[src/rtl/vector_load_unit.sv]
// Load/writeback stage: fetches one word per lane from memory, then issues one register-file write.
// Optional feature macro: VLOAD_STRIDE_EN adds a per-request lane address stride (default stride 1).
//
// state | meaning
// IDLE  | waiting for start; illegal requests pulse err
// FETCH | memRd high, one lane captured per memValid cycle
// WRITE | single-cycle register-file write, done pulse
module vector_load_unit #(
  parameter int registerSize     = 16,
  parameter int selectionBits    = 4,
  parameter int vectorSize       = 4,
  parameter int registerQuantity = 4,
  parameter int addrWidth        = 16
) (
  input  logic                               clk,
  input  logic                               reset,
  input  logic                               start,
  input  logic                               isVector,
  input  logic [selectionBits-1:0]           destReg,
  input  logic [addrWidth-1:0]               baseAddr,
`ifdef VLOAD_STRIDE_EN
  input  logic [addrWidth-1:0]               stride,
`endif
  output logic                               memRd,
  output logic [addrWidth-1:0]               memAddr,
  input  logic [registerSize-1:0]            memRdData,
  input  logic                               memValid,
  output logic                               regWrEnSc,
  output logic                               regWrEnVec,
  output logic [selectionBits-1:0]           regToWrite,
  output logic [vectorSize*registerSize-1:0] dataIn,
  output logic                               busy,
  output logic                               done,
  output logic                               err
);

  localparam int LW = (vectorSize > 1) ? $clog2(vectorSize) : 1;
  localparam int DW = vectorSize * registerSize;
  localparam logic [selectionBits-1:0] REG_QTY  = selectionBits'(registerQuantity);
  localparam logic [selectionBits-1:0] ZERO_REG = selectionBits'(12);
  localparam logic [LW-1:0]            LAST_LANE = LW'(vectorSize - 1);

  typedef enum logic [1:0] {IDLE, FETCH, WRITE} state_t;

  state_t                   r_state;
  logic                     r_isvec;
  logic [selectionBits-1:0] r_dest;
  logic [addrWidth-1:0]     r_stride;
  logic [LW-1:0]            r_cnt;
  logic [DW-1:0]            r_buf;

  logic                     w_legal;
  logic                     w_last;
  logic [DW-1:0]            w_buf_next;
  logic [addrWidth-1:0]     w_stride_in;

`ifdef VLOAD_STRIDE_EN
  assign w_stride_in = stride;
`else
  assign w_stride_in = addrWidth'(1);
`endif

  // Register 12 is the hardwired zero register and can never be a scalar target.
  assign w_legal = isVector ? (destReg < REG_QTY)
                            : ((destReg >= REG_QTY) && (destReg != ZERO_REG));

  assign w_last = !r_isvec || (r_cnt == LAST_LANE);

  always_comb begin
    w_buf_next = r_buf;
    for (int i = 0; i < vectorSize; i++) begin
      if (r_cnt == LW'(i)) w_buf_next[i*registerSize +: registerSize] = memRdData;
    end
  end

  always_ff @(posedge clk) begin
    if (reset) begin
      r_state    <= IDLE;
      r_isvec    <= 1'b0;
      r_dest     <= '0;
      r_stride   <= '0;
      r_cnt      <= '0;
      r_buf      <= '0;
      memRd      <= 1'b0;
      memAddr    <= '0;
      regWrEnSc  <= 1'b0;
      regWrEnVec <= 1'b0;
      regToWrite <= '0;
      dataIn     <= '0;
      busy       <= 1'b0;
      done       <= 1'b0;
      err        <= 1'b0;
    end else begin
      regWrEnSc  <= 1'b0;
      regWrEnVec <= 1'b0;
      done       <= 1'b0;
      err        <= 1'b0;
      case (r_state)
        IDLE: begin
          if (start) begin
            r_isvec  <= isVector;
            r_dest   <= destReg;
            r_stride <= w_stride_in;
            r_cnt    <= '0;
            r_buf    <= '0;
            if (w_legal) begin
              r_state <= FETCH;
              busy    <= 1'b1;
              memRd   <= 1'b1;
              memAddr <= baseAddr;
            end else begin
              err <= 1'b1;
            end
          end
        end
        FETCH: begin
          if (memValid) begin
            r_buf <= w_buf_next;
            r_cnt <= r_cnt + 1'b1;
            if (w_last) begin
              r_state    <= WRITE;
              memRd      <= 1'b0;
              dataIn     <= w_buf_next;
              regToWrite <= r_dest;
              regWrEnVec <= r_isvec;
              regWrEnSc  <= !r_isvec;
              done       <= 1'b1;
            end else begin
              memAddr <= memAddr + r_stride;
            end
          end
        end
        WRITE: begin
          r_state <= IDLE;
          busy    <= 1'b0;
        end
        default: r_state <= IDLE;
      endcase
    end
  end

endmodule

[config.mk]
export PLATFORM = sky130hd
export DESIGN_NAME = vector_load_unit
export DESIGN_NICKNAME = d
export VERILOG_FILES = /design/src/rtl/vector_load_unit.sv
export SDC_FILE = /design/constraint.sdc
export NUM_CORES = 1
export LEC_CHECK = 0
export CORE_MARGIN = 8
export CORE_UTILIZATION = 52
export DETAILED_ROUTE_END_ITERATION = 10
export PLACE_DENSITY = 0.81
export SLEW_MARGIN = 0
export SYNTH_ARGS = -nofsm -noshare
export SYNTH_HDL_FRONTEND = slang
export SYNTH_SLANG_ARGS = --single-unit
[constraint.sdc]
create_clock -name clk -period 2.12 [get_ports clk]
set_input_delay 0.212 -clock clk [delete_from_list [all_inputs] [get_ports clk]]
set_output_delay 0.212 -clock clk [all_outputs]
set_load 0.01 [all_outputs]
==> run_1/port_trees.png <==
(4 px per um)
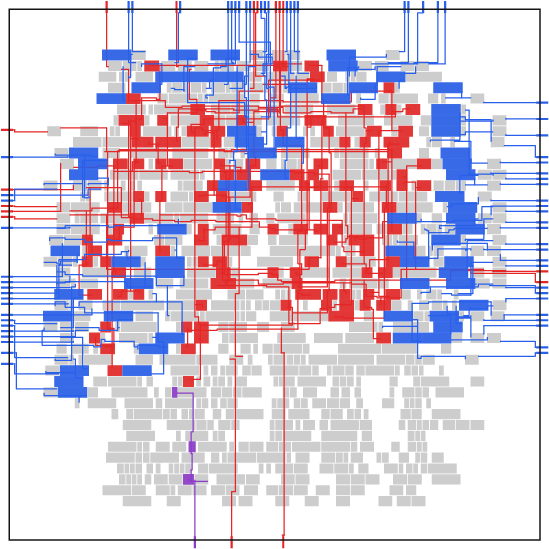
Key: blue = `dataIn` [bits 64, direction output, edge 25 right, 21 top, 18 left, end cells 64, buffers 64, wire 2240 um]; red = `memRdData` [bits 16, direction input, edge 7 top, 5 left, 2 bottom, 2 right, end cells 128, buffers 16, wire 2840 um]; purple = `isVector` [bits 1, direction input, edge bottom, end cells 3, buffers 1, wire 46.7 um]
number of top-level design ports: 131
buffers added on ports: 130

==> run_1/m3.png <==
(3 px per um) Cells faint in the background.
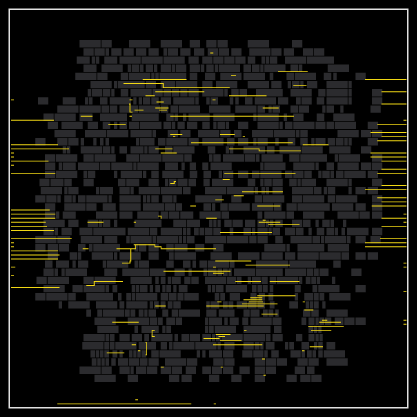
The layer holds 6.0% of the routed length. The wires run mostly horizontal.

==> run summary, run 1 <==
yosys + openroad results -> share of final-layout standard cells stronger than drive strength 1 9.53%, cell taking the most area after synthesis sky130_fd_sc_hd__dfxtp_1, post-route standard cell area excluding fillers 8940 um^2, count of instantiated cells in the yosys netlist approximately 760, Place WS -16.3 ps, total placed cells including tap cells 1004, number of nets at floorplan 805, met1 demand-to-capacity share in global routing 26.1%, Final min period 1970 ps, busiest layer in global routing met2, initial core utilization 53.1%, total clock sinks 164, post-synth design cell area 7030 um^2, switching share of total power 24.5%, final non-filler cell total around 1.0k, cell at the root of the clock tree sky130_fd_sc_hd__clkbuf_16, CP required around 2400 ps, peak supply drop slightly below 0.6 mV, Commonest cells post-synth 164 x sky130_fd_sc_hd__dfxtp_1, 144 x sky130_fd_sc_hd__nor2_1, 66 x sky130_fd_sc_hd__a22oi_1, crit share post-route about 90%, largest combinational cell category by area AND-OR/OR-AND gates, result of the run finished, final reports clean, fill cell total of the finished layout 1043, crit-path most repeated cell sky130_fd_sc_hd__ha_1, signed area change from the synthesized netlist to the final layout 27.1%, cell count after synthesis 758, cell types with the largest area share after synthesis sky130_fd_sc_hd__dfxtp_1 47%, sky130_fd_sc_hd__mux2i_1 9.1%, sky130_fd_sc_hd__nor2_1 7.7%, Rows 42, first-pass GRT wire length 30.7 mm, nature of the critical path endpoint flip-flop, number of post-CTS setup repair buffers 0, overall routing resource usage 21.4%
==> run_1/clock_nets.png <==
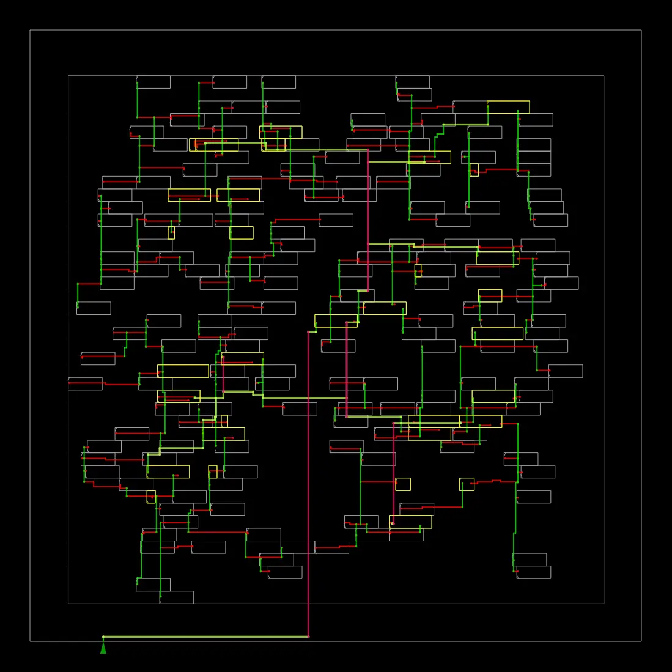
clock buffer count from CTS: 17
Post-Route Skew: 5.18 ps
clk_buf instances: 24

## run 1: final timing paths
path,from,to,slack (ps),cells after the start
worst max-delay path,memAddr[0],memAddr[12],150,7
worst min-delay path,reset,r_stride[0],250,2
worst max register to register,memAddr[0],memAddr[12],150,7
worst min register to register,regToWrite[1],regToWrite[1],450,2
## run 1: area by class of cell
class / instances / area, um^2 / share of cell area, %
clock buffers: 24 / 482 / 5.39
clock inverters: 8 / 123 / 1.37
inverters: 6 / 22.5 / 0.252
multi-input cells: 506 / 3270 / 36.6
flip-flops and latches: 164 / 3280 / 36.7
well taps: 176 / 220 / 2.46
repair buffers: 152 / 1540 / 17.2
## run 1: flip-flops by register name, summed over array words and instances (netlist names), 2 cells and up
name / cells
r_cnt: 2
memAddr: 16
r_dest: 4
dataIn: 64
r_state: 2
r_buf: 64
regToWrite: 4
==> run_1/clock_wires.png <==
(4 px per um)
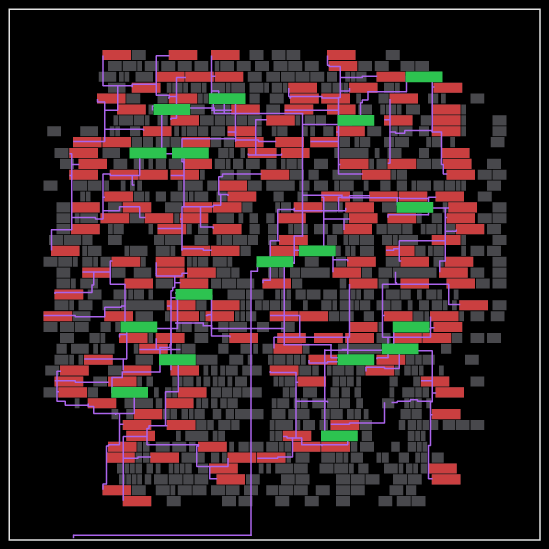

==> run 2, diff against run 1 <==
CTS_BUF_LIST = sky130_fd_sc_hd__clkbuf_8 sky130_fd_sc_hd__clkbuf_16   (was default)
==> run_2/clock_wires.png <==
(4 px per um)
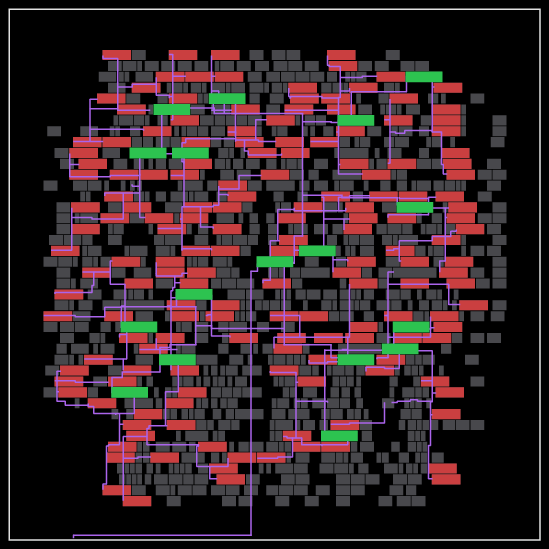
Key: green = clock-net drivers [count 17]; red = flip-flops [count 164]; purple = clock wires [length 1780 um]
There are 18 routed clock nets.

==> run_2/class_map.png <==
(2 px per um)
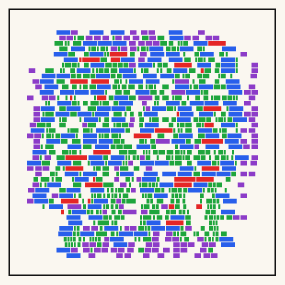
Key: blue = sequential cells [cells 164, share of their area 38%]; green = remaining logic cells [cells 512, share of their area 38%]; red = clock drivers and dummy loads [cells 32, share of their area 6.9%]; purple = remaining buffers and delay cells [cells 152, share of their area 18%]

==> run_2/m3.png <==
(3 px per um) Cells faint in the background.
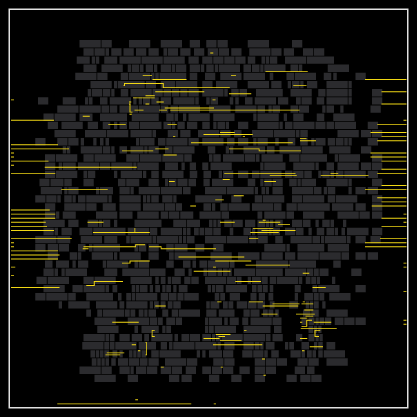
119 nets have wire on it. The wires run mostly horizontal. The layer carries 1280 um of wire.
vias after detailed routing: 6130
Total Wirelength: 19.2 mm
GRT met3 Usage: 5.98%

==> run 2 against run 1 <==
Clock power about the same. Design area unchanged. Via count increased by 0.26%. Clock skew increased by 0.86 ps. Worst hold slack got worse by 1.3 ps. Combinational power about the same. Fmax increased by 0.16%. Sequential cell count unchanged. Routed wire length about the same. Register-to-register slack about the same.
==> run summary, run 2 <==
yosys + openroad results -> hold wc startpoint reset, switching share of total power 24.7%, crit-path most repeated cell sky130_fd_sc_hd__ha_1, buffers added on ports 130, final non-filler cell total 1036, total clock sinks 164, reg-to-reg setup timing slack between 150 and 200 ps, largest combinational cell category by area AND-OR/OR-AND gates, clock buffer count from CTS 17, Sequential cell area roughly 3300 um^2, Rows 42, cell at the root of the clock tree sky130_fd_sc_hd__clkbuf_16, met1 demand-to-capacity share in global routing 26.1%, Reg-to-Reg End memAddr[12], number of nets at floorplan 805, total placed cells including tap cells 1004, busiest layer in global routing met2, sink of the worst hold path r_stride[0], biggest regs dataIn (64), r_buf (64), memAddr (16), number of post-CTS setup repair buffers 0, first-pass GRT wire length 30.7 mm, crit share post-route 92.6%, multi-input combinational cell area 3270 um^2, post-route standard cell area excluding fillers 8940 um^2, count of instantiated cells in the yosys netlist roughly 760, Final min period 1960 ps, number of top-level design ports 131, Post-Route Skew a little over 6 ps, count of cells along the worst hold path 2, share of final-layout standard cells stronger than drive strength 1 9.53%, post-synth design cell area 7030 um^2, result of the run finished, final reports clean, overall routing resource usage between 20% and 30%, CP Capture Point memAddr[12], cell count after synthesis 758, CP required between 2000 and 2500 ps, peak supply drop 0.584 mV, Place WS -16.3 ps, count of cells along the worst register-to-register path 7
-- run 2: cell types whose count changed in the layout (fill, tap and decap cells not counted), sizes merged --
| cell | delta |
|---|---|
| clkbuf | -4 |
| inv | +4 |
-- run 2: cell type report --
type,instances,share of cell area [%]
clock buffer,20,5.22
clock inverter,12,1.54
inverter,6,0.252
multi-input combinational,506,36.6
sequential,164,36.7
tap,176,2.46
timing repair buffer,152,17.2
-- run 2: cell families after synthesis --
group | count (synthesis)
xor gates and xnor gates | 1
AOI/OAI and AO/OA | 205
adders and majority gates | 6
DFF | 164
buffers and inverters | 88
and+or+nand+nor | 230
muxes | 64
-- run 2: what timing repair did --
item                       in CTS  in global routing
hold buffers                    0                  0
setup endpoints to repair       0                  6
resized                         0                  3
==> run_2/port_trees.png <==
(4 px per um)
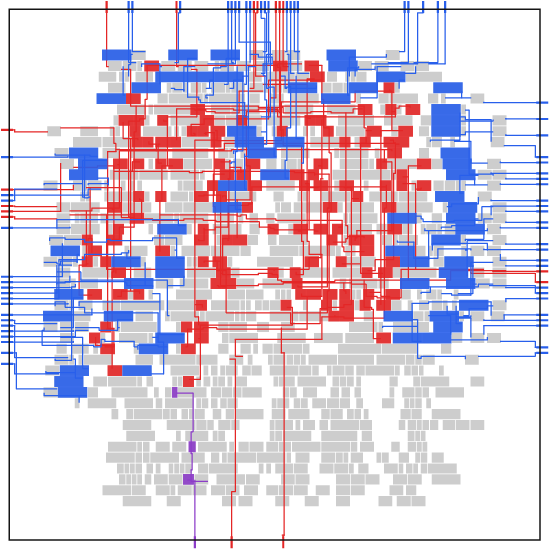

==> run 3, diff against run 2 <==
CORE_MARGIN = default   (was 8)
==> run_3/port_trees.png <==
(4 px per um)
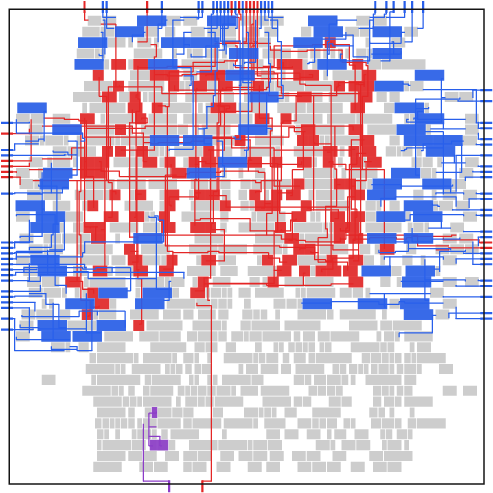
Key: purple = `isVector` [bits 1, direction input, edge bottom, end cells 3, buffers 1, wire 39.6 um]; red = `memRdData` [bits 16, direction input, edge 8 top, 5 left, 2 right, 1 bottom, end cells 128, buffers 16, wire 2610 um]; blue = `dataIn` [bits 64, direction output, edge 24 right, 22 top, 18 left, end cells 64, buffers 64, wire 1810 um]

==> run_3/clock_nets.png <==
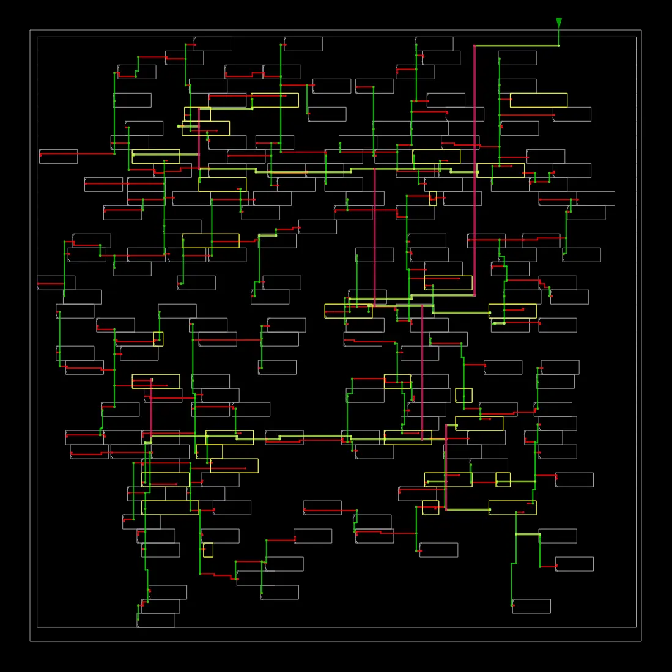
source-to-sink clock delay at the later pin of the worst-skew pair: 420 ps
Post-Route Skew: 7.12 ps
flip-flop and latch count: 164

==> run_3/class_map.png <==
(2 px per um)
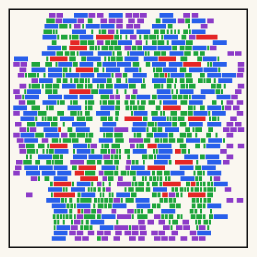
Key: purple = remaining buffers and delay cells [cells 150, share of their area 18%]; red = clock drivers and dummy loads [cells 29, share of their area 6.9%]; green = remaining logic cells [cells 512, share of their area 38%]; blue = sequential cells [cells 164, share of their area 38%]
Rows: 42
core region area: 13200 um^2
post-route standard cell area excluding fillers: 8910 um^2
Util after Layout: 67.3%

==> run 3 against run 2 <==
Via count shrank 0.91%. Final cell count shrank 0.48%. Clock power is essentially flat. Clock skew grew 1.1 ps. Utilization shrank 0.20 points. Sequential cell count is the same. Critical path depth shrank 1. Fmax shrank 0.27%. Worst hold slack gained 52 ps. Register-to-register slack is essentially flat. Die size shrank 20%. Sequential power is essentially flat. Largest cell class unchanged.
==> run summary, run 3 <==
yosys + openroad results -> hold wc startpoint reset, post-synth design cell area 7030 um^2, total clock sinks 164, number of nets at floorplan 805, initial core utilization 53.1%, clock buffer count from CTS 17, cell types with the largest area share after synthesis sky130_fd_sc_hd__dfxtp_1 47%, sky130_fd_sc_hd__mux2i_1 9.1%, sky130_fd_sc_hd__nor2_1 7.7%, combinational gates 506, signed area change from the synthesized netlist to the final layout 26.7%, multi-input combinational cell area 3270 um^2, met1 demand-to-capacity share in global routing 34.0%, buffers added on ports 130, cell count after synthesis between 700 and 800, cell at the root of the clock tree sky130_fd_sc_hd__clkbuf_16, crit share post-route 92.8%, count of instantiated cells in the yosys netlist 758, fill cell total of the finished layout 1027, total placed cells including tap cells 1002, share of final-layout standard cells stronger than drive strength 1 9.12%, non-clock buffer share of cell area 17.1%, Setup crit start r_state[0], sequential fraction of total cell area 36.8%, largest combinational cell category by area AND-OR/OR-AND gates, number of post-CTS setup repair buffers 0, CP required 2430 ps, Sequential cell area 3280 um^2, Hold Buf Count CTS 0, number of gates resized after CTS 0, nature of the critical path endpoint flip-flop, overall routing resource usage 26.3%, first-pass GRT wire length a little under 30 mm, number of well taps 176, Total Wirelength between 15 and 20 mm, clk_buf instances 20, Biggest Area Class sequential cells, result of the run finished, final reports clean
run 3: path summary, 6_finish.rpt:
path / slack (ps) / cells past startpoint / to
max: 150 / 6 / dataIn[39]
min: 300 / 3 / r_buf[6]
max reg2reg: 150 / 6 / dataIn[39]
min reg2reg: 460 / 2 / regToWrite[3]
run 3: kinds of logic after synthesis:
kind of cell | count (synthesis)
flops | 164
fa+ha+maj | 6
mux | 64
simple gates | 230
xor+xnor | 1
compound gates | 205
buf+inv | 88
run 3: per-stage QoR:
step                power [uW]  instance area [um^2]  setup slack, ps  util, %
finish                    7420                  8910              152     67.3
global route              7670                  8910             9.14     67.3
CTS                       7430                  8910              144     67.3
detailed placement        4340                  8310            -46.8     62.8
global placement          4300                  8310             77.6     62.8
floorplan                 3920                  7030              391        -
No activity file was given, so power comes from the tool's default toggle rates.
